Run 1, logic cells by family:
(6 px per µm)
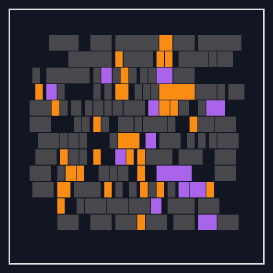
Run 1, clock wiring as the flow saved it:
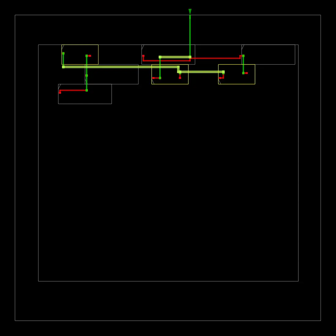
Run 1, routed clock nets over the placement:
(6 px per µm)
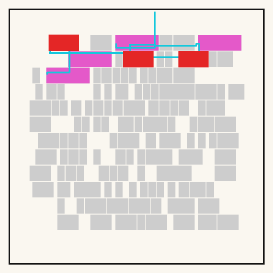
==> config.mk <==
export PLATFORM = sky130hd
export DESIGN_NAME = pc_sequencer
export DESIGN_NICKNAME = d
export VERILOG_FILES = /design/src/rtl/pc_sequencer.sv
export SDC_FILE = /design/constraint.sdc
export NUM_CORES = 1
export LEC_CHECK = 0
export ABC_AREA = 1
export ABC_CLOCK_PERIOD_IN_PS = 3700
export CAP_MARGIN = 30
export CORE_MARGIN = 3
export CORE_UTILIZATION = 43
export CTS_BUF_LIST = sky130_fd_sc_hd__clkbuf_8
export CTS_CLUSTER_DIAMETER = 40
export DETAILED_ROUTE_END_ITERATION = 7
export GPL_ROUTABILITY_DRIVEN = 0
export GPL_TIMING_DRIVEN = 0
export PLACE_DENSITY = 0.92
export SYNTH_ARGS = -nofsm -noshare
export SYNTH_HDL_FRONTEND = slang
export SYNTH_SLANG_ARGS = --single-unit
==> constraint.sdc <==
create_clock -name clk -period 3.7 [get_ports clk]
set_input_delay 0.37 -clock clk [delete_from_list [all_inputs] [get_ports clk]]
set_output_delay 0.37 -clock clk [all_outputs]
set_load 0.05 [all_outputs]
==> src/rtl/pc_sequencer.sv <==
`default_nettype none
// ============================================================================
// Module   : pc_sequencer
// Purpose  : Instruction-cycle controller for the Gumnut program-counter unit.
//            Steps each instruction through FETCH -> DECODE -> EXEC, with an
//            optional WAIT stall and a one-cycle INT entry. It is the only
//            driver of the PC control strobes. It also owns the
//            interrupt-enable flag and the interrupt request/ack handshake.
// Ports    : clk, rst (sync, active-high), cen (clock enable)
//            inst_ack_i, data_ack_i      bus acknowledges
//            op_i, cond_i, misc_i        decoded instruction fields
//            int_req                     level interrupt request
//            inst_stb_o, data_stb_o      bus strobes
//            PCEn_c, PCoper_c            PC write enable / next-PC operation
//            push_c, pop_c, int_c        return stack / IntReg controls
//            int_ack, ie_o, illegal_o    interrupt ack, IE flag, illegal pulse
//            stk_ovf_o, stk_unf_o        sticky return-stack error flags
// Options  : define STACK_CHECK_EN to track return-stack occupancy
//            (STACK_DEPTH entries) and suppress over/underflowing push/pop.
// Revision : 1.0 - initial release
// ============================================================================
module pc_sequencer #(
  parameter int STACK_DEPTH = 8
) (
  input  logic       clk,
  input  logic       rst,
  input  logic       cen,
  input  logic       inst_ack_i,
  input  logic       data_ack_i,
  input  logic [2:0] op_i,
  input  logic [1:0] cond_i,
  input  logic [2:0] misc_i,
  input  logic       int_req,
  output logic       inst_stb_o,
  output logic       data_stb_o,
  output logic       PCEn_c,
  output logic [3:0] PCoper_c,
  output logic       push_c,
  output logic       pop_c,
  output logic       int_c,
  output logic       int_ack,
  output logic       ie_o,
  output logic       illegal_o,
  output logic       stk_ovf_o,
  output logic       stk_unf_o
);

  // Decoded instruction classes
  localparam logic [2:0] c_OP_MEM    = 3'd1;
  localparam logic [2:0] c_OP_JMP    = 3'd2;
  localparam logic [2:0] c_OP_JSB    = 3'd3;
  localparam logic [2:0] c_OP_BRANCH = 3'd4;
  localparam logic [2:0] c_OP_MISC   = 3'd5;
  localparam logic [2:0] c_OP_ILL6   = 3'd6;
  localparam logic [2:0] c_OP_ILL7   = 3'd7;

  // MISC sub-operations
  localparam logic [2:0] c_MISC_RET  = 3'd0;
  localparam logic [2:0] c_MISC_RETI = 3'd1;
  localparam logic [2:0] c_MISC_ENAI = 3'd2;
  localparam logic [2:0] c_MISC_DISI = 3'd3;
  localparam logic [2:0] c_MISC_WAIT = 3'd4;

  // Next-PC operation codes
  localparam logic [3:0] c_PC_INC  = 4'd0;
  localparam logic [3:0] c_PC_BZ   = 4'd1;
  localparam logic [3:0] c_PC_JMP  = 4'd5;
  localparam logic [3:0] c_PC_JSB  = 4'd6;
  localparam logic [3:0] c_PC_RET  = 4'd7;
  localparam logic [3:0] c_PC_RETI = 4'd8;
  localparam logic [3:0] c_PC_INT  = 4'd9;

  typedef enum logic [2:0] {
    S_FETCH  = 3'd0,
    S_DECODE = 3'd1,
    S_EXEC   = 3'd2,
    S_WAIT   = 3'd3,
    S_INT    = 3'd4
  } state_t;

  state_t     state_q, state_d;
  logic       ie_q, ie_d;
  logic       stk_ovf_q, stk_ovf_d;
  logic       stk_unf_q, stk_unf_d;

  logic       w_stk_full;
  logic       w_stk_empty;

  logic       w_inst_stb;
  logic       w_data_stb;
  logic       w_pcen;
  logic [3:0] w_oper;
  logic       w_push;
  logic       w_pop;
  logic       w_int_c;
  logic       w_int_ack;
  logic       w_illegal;
  logic       w_done;

`ifdef STACK_CHECK_EN
  localparam int CW = $clog2(STACK_DEPTH + 1);

  logic [CW-1:0] cnt_q, cnt_d;

  assign w_stk_full  = (cnt_q == CW'(STACK_DEPTH));
  assign w_stk_empty = (cnt_q == '0);

  // Only pushes/pops actually issued move the occupancy count.
  always_comb begin
    cnt_d = cnt_q;
    if (w_push) begin
      cnt_d = cnt_q + CW'(1);
    end else if (w_pop) begin
      cnt_d = cnt_q - CW'(1);
    end
  end
`else
  // Without occupancy tracking the stack can never be reported full/empty.
  assign w_stk_full  = (STACK_DEPTH < 0);
  assign w_stk_empty = 1'b0;
`endif

  always_comb begin
    state_d    = state_q;
    ie_d       = ie_q;
    stk_ovf_d  = stk_ovf_q;
    stk_unf_d  = stk_unf_q;
    w_inst_stb = 1'b0;
    w_data_stb = 1'b0;
    w_pcen     = 1'b0;
    w_oper     = c_PC_INC;
    w_push     = 1'b0;
    w_pop      = 1'b0;
    w_int_c    = 1'b0;
    w_int_ack  = 1'b0;
    w_illegal  = 1'b0;
    w_done     = 1'b0;

    case (state_q)
      S_FETCH: begin
        w_inst_stb = 1'b1;
        if (inst_ack_i) begin
          state_d = S_DECODE;
        end
      end

      S_DECODE: begin
        state_d = S_EXEC;
      end

      S_EXEC: begin
        w_done = 1'b1;
        w_pcen = 1'b1;
        case (op_i)
          c_OP_MEM: begin
            w_data_stb = 1'b1;
            w_done     = data_ack_i;
            w_pcen     = data_ack_i;
          end
          c_OP_JMP: begin
            w_oper = c_PC_JMP;
          end
          c_OP_JSB: begin
            // A push into a full stack is dropped and falls through as INC.
            if (w_stk_full) begin
              stk_ovf_d = 1'b1;
            end else begin
              w_oper = c_PC_JSB;
              w_push = 1'b1;
            end
          end
          c_OP_BRANCH: begin
            // Condition is resolved downstream; we only select which test.
            w_oper = c_PC_BZ + {2'b00, cond_i};
          end
          c_OP_MISC: begin
            case (misc_i)
              c_MISC_RET: begin
                if (w_stk_empty) begin
                  stk_unf_d = 1'b1;
                end else begin
                  w_oper = c_PC_RET;
                  w_pop  = 1'b1;
                end
              end
              c_MISC_RETI: begin
                // Return address comes from IntReg, not the return stack.
                w_oper = c_PC_RETI;
                ie_d   = 1'b1;
              end
              c_MISC_ENAI: ie_d = 1'b1;
              c_MISC_DISI: ie_d = 1'b0;
              default: ;
            endcase
          end
          c_OP_ILL6, c_OP_ILL7: begin
            w_illegal = 1'b1;
          end
          default: ;
        endcase

        // Interrupt decision uses the IE value this instruction leaves behind,
        // so ENAI takes a pending request at once and DISI blocks it.
        if (w_done) begin
          if (op_i == c_OP_MISC && misc_i == c_MISC_WAIT) begin
            state_d = S_WAIT;
          end else if (int_req && ie_d) begin
            state_d = S_INT;
          end else begin
            state_d = S_FETCH;
          end
        end
      end

      S_WAIT: begin
        // A request with interrupts disabled still wakes the core up.
        if (int_req) begin
          state_d = ie_q ? S_INT : S_FETCH;
        end
      end

      S_INT: begin
        w_int_c   = 1'b1;
        w_pcen    = 1'b1;
        w_oper    = c_PC_INT;
        w_int_ack = 1'b1;
        ie_d      = 1'b0;
        state_d   = S_FETCH;
      end

      default: begin
        state_d = S_FETCH;
      end
    endcase
  end

  always_ff @(posedge clk) begin
    if (rst) begin
      state_q   <= S_FETCH;
      ie_q      <= 1'b0;
      stk_ovf_q <= 1'b0;
      stk_unf_q <= 1'b0;
`ifdef STACK_CHECK_EN
      cnt_q     <= '0;
`endif
    end else if (cen) begin
      state_q   <= state_d;
      ie_q      <= ie_d;
      stk_ovf_q <= stk_ovf_d;
      stk_unf_q <= stk_unf_d;
`ifdef STACK_CHECK_EN
      cnt_q     <= cnt_d;
`endif
    end
  end

  // Every output is forced low while reset is asserted.
  assign inst_stb_o = ~rst & w_inst_stb;
  assign data_stb_o = ~rst & w_data_stb;
  assign PCEn_c     = ~rst & w_pcen;
  assign PCoper_c   = (rst || !w_pcen) ? c_PC_INC : w_oper;
  assign push_c     = ~rst & w_push;
  assign pop_c      = ~rst & w_pop;
  assign int_c      = ~rst & w_int_c;
  assign int_ack    = ~rst & w_int_ack;
  assign ie_o       = ~rst & ie_q;
  assign illegal_o  = ~rst & w_illegal;
  assign stk_ovf_o  = ~rst & stk_ovf_q;
  assign stk_unf_o  = ~rst & stk_unf_q;

endmodule
`default_nettype wire

==> CHANGELOG.md, run 1 <==
### Metrics

- Cell Type Count: 23
- Drt total wl: 1523 µm
- Initial antenna violation count: 0
- CP startpoint kind: input port
- GRT Overall Usage: roughly 18%
- Final hold violations: 0
- R2R Path Start: state_q[1]
- DR iter-0 viols: 21
- Simple-Gate Fraction of Synth Area: about half
- Met1 Use GR: 22.37%
- Status: finished, final reports clean
- Worst Tran Pin Value: 0.5288 ns
- Combinational share of power: 35.2%
- Cell count listed in synth_stat.txt: 97
- Area share, top type: 14.22%
- Crit Path Max Fanout: 4
- Total power: 217.5 µW
- Layout area overhead: 57.33%
- Hold Crit Class: reg2reg
- Pwr dens: roughly 250 nW/µm²
- Reg2reg end: state_q[0]
- Pleak: 0.3932 nW
- Final worst slack: slightly below 0.8 ns
- Seq/total area: 9.040%
- Comb area: 411.6 µm²
- Critical Path RT: 3.33 ns
- Arr. time, crit path: between 2 and 3 ns
- Multi-input combinational cell count: 77
- Tap cells: 14
- Clk buf depth: 2
- Crit path launch: op_i[1]
- Pint: 145.9 µW
- Kind of critical path: in2out
- Peak VDD IR: between 0.3 and 0.4 mV
- Hold buffer count at CTS: 0
-- 'logic cells by family' (at the start) --
Orange stands for nor cells, cells 28, most used nor2_1. Purple stands for aoi and oai cells, cells 12, most used a21oi_1.
most numerous logic cell after layout: clkdlybuf4s50_1
Comb area share: 46.47%

-- 'clock wiring as the flow saved it' (at the start) --
worst skew pair latency: 0.22 ns
CLK BUF: 3
registers: 4
clock network power: 90.4 µW

-- 'routed clock nets over the placement' (at the start) --
Red stands for clock drivers, count 3. Cyan stands for clock wires, length 67.4 µm. Magenta stands for flip-flops, count 4.
There are 4 routed clock nets.
Clock Power Share: 41.6%
Clock Skew: 0.003509 ns

## run 1: logic make-up (layout without fill, tap and decap cells)
family | count (synthesis) | count (layout)
buf+inv | 17 | 46
compound gates | 12 | 12
simple gates | 60 | 60
other cells | 1 | 2
flops | 4 | 4
fa+ha+maj | 3 | 3
## run 1: critical path, delay by kind of cell
kind                   cells  cell delay (ns)
AND/OR/NAND/NOR            2             0.48
buffers and inverters      3             1.42
AND-OR/OR-AND              2             0.27
## run 1: power by group through the flow
stage	sequential, mW	clock (mW)	combinational (mW)
floorplan	0.0498	0	0.0480
global placement	0.0505	0	0.0741
detailed placement	0.0509	0	0.0760
CTS	0.0502	0.0918	0.0764
global route	0.0507	0.0992	0.0830
finish	0.0505	0.0904	0.0766
## run 1: flip-flops by register name, indices dropped and copies added (netlist names)
signal   flops
ie_q         1
state_q      3
Run 1, power grid:
(10 px per µm) Pins as bars on the die edge.
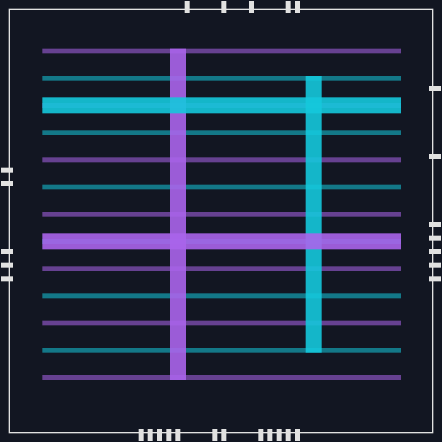

==> run 2: changes to the inputs <==
ABC_CLOCK_PERIOD_IN_PS = 2800   (was 3700)
CORE_UTILIZATION = 40   (was 43)
PLACE_DENSITY = 0.87   (was 0.92)
clock period = 2.8 ns   (was 3.7 ns; I/O delays follow)
Run 2, power grid:
(8 px per µm) Pins as bars on the die edge.
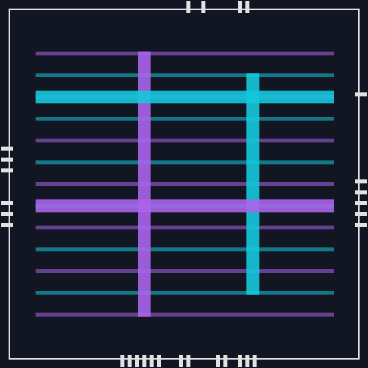
Cyan stands for VDD. Purple stands for VSS.
2 straps on met5. 13 met1 rails follow the rows. The core has 12 rows. 2 straps on met4. 29 signal pins sit on the boundary.
Die Y: 43.52 µm
core footprint: 1216 µm²

==> run 2 against run 1 <==
Against the previous run:
- clock-buffer cell count unchanged
- combinational power is 34% higher
- clock skew hardly changed
- flip-flop count is the same
- setup slack lost 0.68 ns
- clock power is 35% higher
- critical path depth unchanged
- area after synthesis is the same
- wire length up 13%
- global-route usage is 0.94 points higher
- sequential power increased by 31%
- final cell count stayed put
- largest cell class unchanged
==> CHANGELOG.md, run 2 <==
### Metrics

- DR iter-0 viols: 6
- CP Buf/Inv Count: 3
- Reg with most FFs: state_q
- Area share, top type: between 10% and 20%
- Tap cells: 14
- Layout area overhead: 58.67%
- Seq/total area: 8.964%
- Cell Type Count: 23
- Multi-input combinational cell count: 77
- Peak VDD IR: ~0.4 mV
- Pleak: around 0.45 nW
- Cell count listed in synth_stat.txt: around 97
- R2R Path Start: state_q[1]
- GRT Overall Usage: around a fifth
- Pwr dens: around 330 nW/µm²
- Crit Path Max Fanout: 3
- Reg2reg end: state_q[1]
- Clk buf depth: 2
- Max power group: clock
- CLK BUF: 3
- Clock Power Share: 41.8%
- Status: finished, final reports clean
- Hold buffer count at CTS: 0
- Max FFs per register: 3
- Levels on crit path: 7
- Final worst slack: 0.1129 ns
- Worst skew pair latency: 0.22 ns
- P_seq: 66.3 µW
- Registers: 4
- Initial antenna violation count: 0
- Final hold violations: 0
- Arr. time, crit path: 2.41 ns
- Total power: 290.8 µW
- Largest regs: state_q (3), ie_q (1)
- Hold Crit Class: reg2reg
- Kind of critical path: in2out
Run 2, logic cells by family:
(6 px per µm)
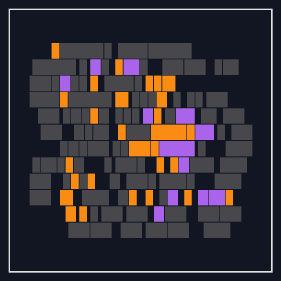
Orange stands for nor cells, cells 28, most used nor2_1, where middle. Purple stands for aoi and oai cells, cells 12, most used a21oi_1.
Comb area share: 46.08%
Finished Layout Cells: 141

run 2: netlist changes by cell type in the layout (fill, tap and decap cells not counted):
cell             previous run  this run
clkdlybuf4s50_1            26        23
dlymetal6s2s_1              0         3
run 2: what timing repair did:
action / CTS / global route
endpoints found under the hold margin: 0 / 0
endpoints found under the setup margin: 0 / 3
resized: 0 / 3
run 2: layer usage:
metal | share of wire, % | up-vias | track usage, %
met5 | 0 | - | 0
met4 | 1.2 | 0 | 3.614
met3 | 5.1 | 4 | 3.734
met2 | 54 | 27 | 36.58
met1 | 40 | 330 | 20.74
li1 | - | 370 | -
run 2: logic make-up after synthesis:
logic type,count (synthesis),synth area share (%)
DFF,4,14.22
AOI/OAI and AO/OA,12,14.89
adders and majority gates,3,6.667
and+or+nand+nor,60,50.23
buffers and inverters,17,13.33
other,1,0.6660
Run 2, clock wiring as the flow saved it:
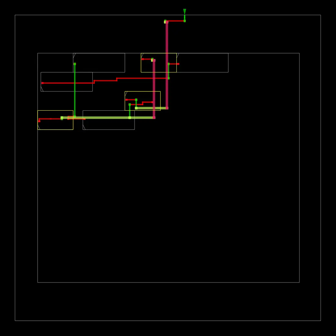

==> run 3: changes to the inputs <==
PLACE_DENSITY = 0.85   (was 0.87)
Run 3, clock wiring as the flow saved it:
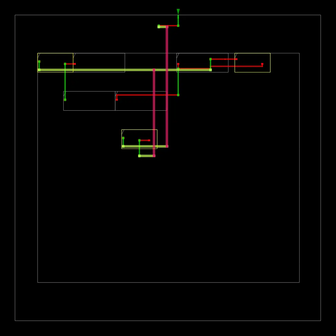
clock network power: 125 µW
# clock sinks: 4
number of buffers created by CTS: 3
Clock Skew: 0.006292 ns

==> run 3 against run 2 <==
Against the previous run:
- global-route usage shrank 1.9 points
- sequential share of layout area is essentially flat
- register-to-register slack gained 0.05 ns
- total power grew 0.40%
- wire length shrank 14%
- clock skew grew 0.0030 ns
- core utilization shrank 0.21 points
- critical endpoint is now PCoper_c[3]
- highest routed layer unchanged
==> CHANGELOG.md, run 3 <==
### Metrics

- Status: finished, final reports clean
- Final hold violations: 0
- Max FFs per register: 3
- Simple-Gate Fraction of Synth Area: about half
- Routed wl met3: 101 µm
- Met2 Use GR: 26.25%
- DR iter-0 viols: 10
- Die Y: 43.52 µm
- Layout area overhead: 58.22%
- Met1 Use GR: 20.64%
- Dominant comb cell: simple AND/OR/NAND/NOR gates
- Largest regs: state_q (3), ie_q (1)
- Clk buf depth: 2
- Worst skew pair latency: 0.22 ns
- Initial antenna violation count: 0
- Top sig layer: met4
- XORs/XNORs by Area: 0%
- Area share, top type: roughly 14%
- Comb pwr: 101 µW
- Met3 Track Usage GR: 6.639%
- Fa+ha+maj area frac: 6.667%
- Total power: 292.0 µW
- Peak VDD IR: 0.3401 mV
- Post-cts resize count: 0
- Most numerous logic cell after layout: clkdlybuf4s50_1
- Final worst slack: 0.1596 ns
- Cell Type Count: 23
- Pleak: 0.4306 nW
- Crit Path Max Fanout: 4
- Combinational share of power: 34.4%
- Critical Path RT: 2.52 ns
- Max power group: clock
- Mux area share: 0%
Run 3, routed metal, one color a layer:
(12 px per µm)
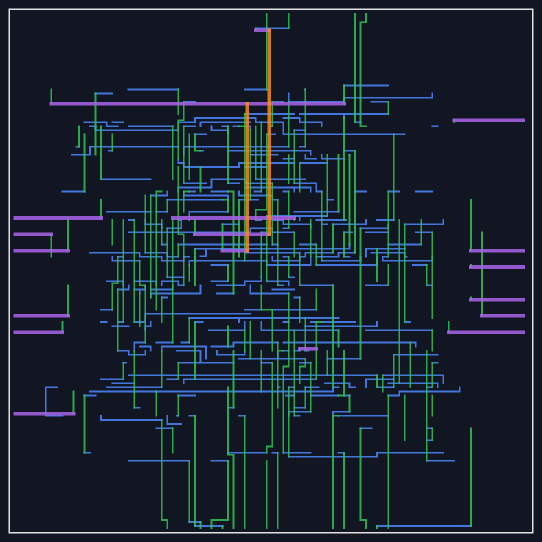
Blue stands for metal 1, wire length 671 µm. Purple stands for metal 3, wire length 101 µm. Orange stands for metal 4, wire length 29.2 µm. Green stands for metal 2, wire length 682 µm.
via count: 711
GRT Overall Usage: 16.92%
drt total wl: 1484 µm
per-cell routed wire length: 10.52 µm

-- run 3: path summary, 6_finish.rpt --
check	startpoint	end	slack, ns	cells past startpoint
worst max-delay path	op_i[1]	PCoper_c[3]	0.16	9
worst min-delay path	state_q[0]	state_q[0]	0.57	2
worst max register to register	state_q[1]	state_q[1]	1.41	8
worst min register to register	state_q[0]	state_q[0]	0.57	2
-- run 3: logic make-up after synthesis --
logic type      count (synthesis)
buf+inv                        17
flops                           4
simple gates                   60
compound gates                 12
other cells                     1
fa+ha+maj                       3
-- run 3: area by class of cell --
cell class	count	area share (%)
Buffer	3	2.528
Tap cell	14	1.966
Inverter	14	5.899
Clock buffer	3	4.635
Multi-Input combinational cell	77	46.21
Timing Repair Buffer	26	29.78
Sequential cell	4	8.989
No activity file was given, so power comes from the tool's default toggle rates.
